Design pwm_output_stage, sky130hd; sources not shown.
Run 1, sequential cells coloured by netlist name:
The bar under the picture is 20 um long.
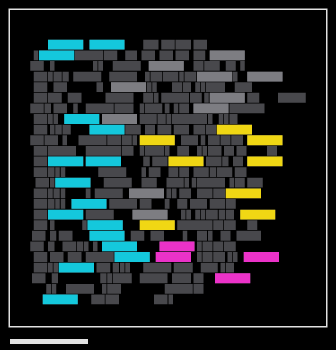
- `presc`: magenta (flops 4)
- `cnt`: yellow (flops 8)
- `out`: cyan (flops 16)
- not coloured: 10
FF+latch area: 951 um2
sequential share of cell area: 0.303
P_seq: 1.08 mW
final core area utilization: 0.651

Run 1, sizing map:
The bar under the picture is 20 um long.
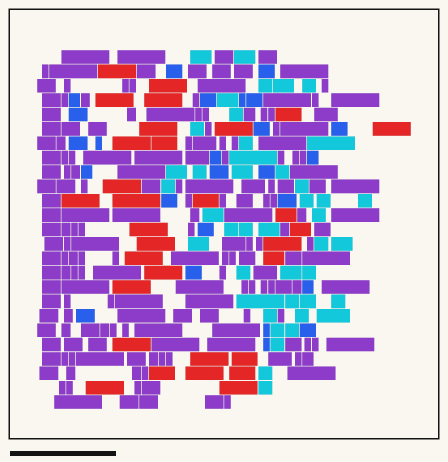
- drive 2: blue (cells 25; share 8.9%; most used a21oi_2)
- drive 6 and up: red (cells 31; share 11%; most used buf_12)
- drive 1 or less: purple (cells 181; share 65%; most used clkdlybuf4s50_1)
- drive 3 to 4: cyan (cells 43; share 15%; most used buf_4)
Buffers, non-clock: 91
PnR worst setup slack: -83.8 ps
design area: 3140 um2
Area Growth Syn to Fin: 78.0%

Run 1, routed clock nets over the placement:
The bar under the picture is 20 um long.
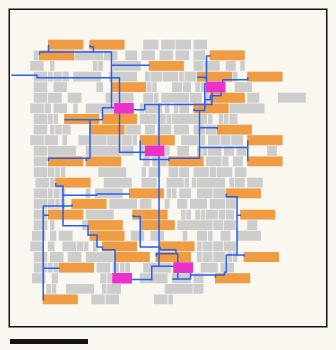
- cells driving clock nets: magenta (count 5)
- flip-flops: orange (count 38)
- clock wires: blue (length 509 um)
- flops lie: widely spread
- routed clock nets: 6
clock group total power: 0.700 mW
Insertion Delay late pin: 290 ps
Clock Power Share: 0.321

==> notes.md, run 1 <==
flow finished, numbers: status finished, violations left, failing checks setup timing, Final Hold Fails 0, via/cell ratio 4.35, vias in the first global route 1,562, CORE AREA 4820 um2, HPWL after DPL 3020 um, total clock sinks 38, die height 81.0 um, WL met2 2120 um, Commonest flop dfrtp_1, MUX share of area 0, Unique cell types 21, area of the mapped netlist 1760 um2, layout cells sized above 1 0.354, grt ovf 0, Power Dens Cells 695 nW/um2, CP Class register to register, Placed Cells incl. Taps 332, clock tree root driver cell clkbuf_8, final non-filler cell total 347, DRT antenna net count 0, syn_area_per_cell 9.53 um2, ys cells 185, Ports 59, final antenna diode count 0, maximum VDD drop 506 uV, Num CTS Buffers 5, Routed WL 4250 um, Post-Route Setup TNS -1030 ps, Critical Path Fanout Max 8, DR WL/cell 12.2 um, Seq share, synth 0.539, M1 WL 1620 um, XOR Share, Synth 0.0397, setup violators final 16, reg-to-reg slack, setup -80 ps, Warnings, synthesis 0, startpoint types register, FFs w/ async S/R, synth 1.00, GP Congestion 0.749, Top non-seq family simple AND/OR/NAND/NOR gates, simple-gate share of the synthesized area 0.212, Final nets 333, htree depth 2, I/O Buffers 58, initial antenna violation count 0, FP Rows 25, dpl cell area 2800 um2, DRC 0, CTS tree done, min Tclk post-route 1580 ps, clock-pin slew of the registers on the worst-case setup and hold paths 70 ps, Synth Area in Adders 0.0710, clock buffer depth 2, Yosys chip area 1760 um2, die area 6560 um2, dominant logic cell types in the final layout 41 x clkdlybuf4s50_1, 38 x dfrtp_1, 33 x nand2_1, 30 x inv_1, 27 x buf_4, Die X 81.0 um, gr usage total 0.146, Hold Crit Class register to register, Initial Util 0.366, via count 1,511, crit path DAT 1720 ps, CP required 1640 ps, detailed route wirelength on metal3 418 um, Static Leak 1.48 nW, Slew Viols, Final 0, count of tool warnings 30, area share, top type 0.539, fmax 0.631 GHz, Top cell excl fill/tap clkdlybuf4s50_1, Post-synth regs 38, count of flip-flops with a built-in enable after synthesis 0, Gate Count Post-Synth 185, ranking of synthesized cells by area dfrtp_1 54%, nand2_1 7.9%, inv_1 7.2%, hold path depth 0, CP endpoint kind register, PnR worst setup slack -83.8 ps, Least-Margin Pin Slew 267 ps, period utilization 1.06
## run 1: per-stage QoR
stage | setup WS, ps | hold WS, ps | power, mW | util
floorplan | -25.2 | 281 | 1.23 | -
global placement | -13.0 | 282 | 1.48 | 0.581
detailed placement | -54.1 | 293 | 1.49 | 0.581
CTS | -46.4 | 310 | 2.20 | 0.624
finish | -83.8 | 309 | 2.18 | 0.651
global route | -189 | 329 | 2.28 | 0.651
## run 1: Yosys cell counts, types with 2 or more instances
cell type  number
xnor2_1         3
inv_1          34
nor2_1         13
dfrtp_1        38
nor2_2          2
nand2_1        37
nand3_1        19
nand2_4         2
a21oi_1         2
xor2_1          5
a21oi_2         8
buf_2           2
nor3_1          3
ha_1           10
## run 1: worst max-delay path, cell delays in order, from the launching register on
cell and delay, ps:
dfrtp_1 420, ha_1 290, nand2_1 70, nor2_1 140, nor3_2 60, nand2_2 120, clkbuf_16 170, nand3_1 60
nand2_1 70, inv_1 30
## run 1: per-layer routing
metal | vias to the layer above | global-route usage
li1 | 761 | -
met1 | 695 | 0.160
met2 | 47 | 0.236
met3 | 8 | 0.0743
met4 | 0 | 0.0642
met5 | - | 0
## run 1: power breakdown
group	total (mW)	internal [mW]	switching, mW
logic	0.399	0.224	0.176
clock network	0.700	0.355	0.345
registers	1.08	1.06	0.0229
total	2.18	1.64	0.544
## run 1: repair_timing
item                                    in CTS  in global routing
pin swaps                                    5                  9
setup buffers                                3                  4
hold buffers                                 0                  0
gates resized                               21                 18
gates cloned                                 1                  1
endpoints found under the setup margin      26                 28
## run 1: logic make-up after synthesis
logic type / Yosys count
flops: 38
compound gates: 11
simple gates: 80
buf+inv: 38
xor+xnor: 8
fa+ha+maj: 10
## run 1: area by class of cell
type | count | area, um2
multi-input cells | 110 | 832
fillers | 396 | 1680
flip-flops and latches | 38 | 951
inverters | 35 | 136
well taps | 67 | 83.8
clock buffers | 6 | 82.6
repair buffers | 91 | 1050
==> run 2: changes to the inputs <==
CORE_UTILIZATION = 41   (was 35)
PLACE_DENSITY = 0.75   (was 0.65)
SETUP_SLACK_MARGIN = 0.02   (was unset)
Run 2, routed clock nets over the placement:
The bar under the picture is 20 um long.
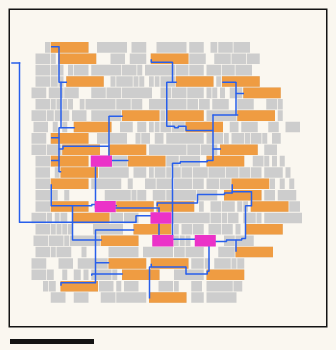
- clock wires: blue (length 451 um)
- cells driving clock nets: magenta (count 5)
- flip-flops: orange (count 38)
- routed clock nets: 6
clock group total power: 0.800 mW
Clock Power Share: 0.349

==> notes.md, run 2 <==
flow finished, numbers: GR met3 Demand/Resource 0.0607, worst reg2reg path depth 9, Die X 75.6 um, Num CTS Buffers 5, area of the mapped netlist 1760 um2, area share, top type 0.539, layout cells sized above 1 0.394, Slew Viols, Final 0, MUX share of area 0, Synth Area in Adders 0.0710, First DRT Iteration DRCs 40, status finished, violations left, DRT Pass-1 Iters 4, Worst slew margin 0.699, Top cell excl fill/tap clkdlybuf4s50_1, final non-filler cell total 332, unrepaired setup endpoints after global routing yes, initial antenna violation count 0, Hold Crit Class register to register, setup slack at placement -54.2 ps, ys cells 185, Power Dens Cells 717 nW/um2, Area Growth Syn to Fin 81.1%, Pint 1.75 mW, Gate Count Post-Synth 185, DRC 0, first-pass GRT wire length 7720 um, fillcell total 241, syn_area_per_cell 9.53 um2, Ports 59, final antenna diode count 0, final hold slack 298 ps, Unique cell types 21, setup violators final 25, switching pwr 0.542 mW, Initial Util 0.431, die area 5710 um2, gr usage total 0.182, Least-Margin Pin Slew 451 ps, DRT antenna net count 0, clock buffer depth 2, HPWL after DPL 3150 um, design area 3190 um2, M1 GR Usage 0.185, period utilization 1.12, CP required 1660 ps, dominant logic cell types in the final layout 41 x clkdlybuf4s50_1, 38 x dfrtp_1, 34 x nand2_1, 30 x inv_1, 27 x buf_4, clock-pin slew of the registers on the worst-case setup and hold paths 70 ps, Static Leak 1.48 nW, Post-synth top cells 38 x dfrtp_1, 37 x nand2_1, 34 x inv_1, 19 x nand3_1, 13 x nor2_1, Post-synth regs 38, via/cell ratio 4.81, Switching Share 0.237, cell type with the largest total area dfrtp_1, CTS Hold Bufs 0, DR WL/cell 14.7 um, Critical Path Fanout Max 8, clock tree root driver cell clkbuf_8, simple-gate share of the synthesized area 0.212, count of tool warnings 30, Combinational Power Share 0.178, GP Congestion 0.733, CTS tree done, Yosys chip area 1760 um2, ranking of synthesized cells by area dfrtp_1 54%, nand2_1 7.9%, inv_1 7.2%, Syn Nets 237, failing checks setup timing, XOR Share, Synth 0.0397, CP endpoint kind register, die height 75.6 um, I/O Buffers 58, grt ovf 0, htree depth 2, Placed Cells incl. Taps 316, Design Power 2.29 mW, met2 GRT Util 0.351, CP Class register to register, crit path DAT 1840 ps, FP Rows 23, PnR worst setup slack -175 ps, hold path depth 0, fmax 0.597 GHz, via count 1,597, Routed WL 4890 um, GR peak layer met2, aoi share 0.0504, count of flip-flops with a built-in enable after synthesis 0, Top non-seq family simple AND/OR/NAND/NOR gates, largest net degree at the start of global routing 39, Warnings, synthesis 0, vias in the first global route 1,706, dpl cell area 2790 um2, min Tclk post-route 1680 ps, reg-to-reg slack, setup -180 ps, Final nets 333, Final Hold Fails 0, CORE AREA 4090 um2, Commonest flop dfrtp_1, maximum VDD drop 669 uV, FFs w/ async S/R, synth 1.00, startpoint types register, Flop pwr share 0.473, Seq share, synth 0.539, top-count cell post-synth dfrtp_1
Run 2, the clock network:
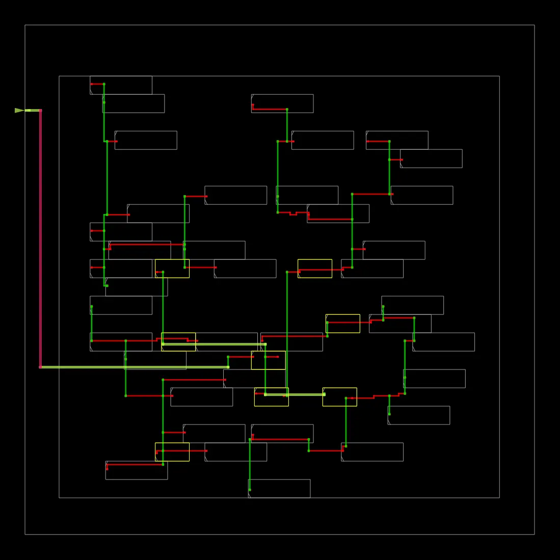
Insertion Delay late pin: 280 ps
total clock sinks: 38

-- run 2: cell counts after synthesis --
Identical to the previous run, type by type.
-- run 2: worst max-delay path, stage by stage, from the launching register on --
cell and delay [ps]:
dfrtp_1 420, ha_4 260, a21oi_2 150, nor2_2 70, nor3_2 220, nand2_2 110
buf_6 160, nand3_1 70, nand2_1 50, inv_1 50
-- run 2: cell families after synthesis --
| logic type | after synthesis |
|---|---|
| and+or+nand+nor | 80 |
| AOI/OAI and AO/OA | 11 |
| DFF | 38 |
| buffers and inverters | 38 |
| xor gates and xnor gates | 8 |
| adders and majority gates | 10 |
-- run 2: metrics by stage --
stage | util | setup TNS, ps
CTS | 0.754 | -2130
global placement | 0.682 | -27.4
global route | 0.781 | -3990
floorplan | - | -277
finish | 0.781 | -2890
detailed placement | 0.682 | -535
-- run 2: repair_timing --
item / 4_1_cts / 5_1_grt
pin swaps: 3 / 14
hold endpoints to repair: 0 / 0
setup buffers: 4 / 4
gates cloned: 2 / 0
resized: 29 / 24
endpoints found under the setup margin: 28 / 28
-- run 2: power groups by stage --
| stage | combinational, mW | clock, mW | sequential (mW) |
|---|---|---|---|
| floorplan | 0.0635 | 0 | 1.17 |
| global placement | 0.380 | 0 | 1.10 |
| detailed placement | 0.388 | 0 | 1.10 |
| CTS | 0.398 | 0.817 | 1.08 |
| global route | 0.432 | 0.873 | 1.08 |
| finish | 0.407 | 0.800 | 1.08 |
-- run 2: layout make-up --
type	instances	area (um2)	share of cell area
multi-input cells	110	902	0.283
flip-flops and latches	38	951	0.298
clock buffers	8	110	0.0345
inverters	35	136	0.0427
repair buffers	91	1030	0.323
well taps	50	62.6	0.0196
-- run 2: routing by layer --
metal  vias to the layer above  part of all wire  routed length, um
li1                        764                 -                  -
met5                         -                 0                  0
met4                         0             0.013                 62
met3                         4             0.066                321
met1                       783              0.35               1710
met2                        46              0.57               2800
Power figures rest on the tool's default switching activity, not on a simulated workload.
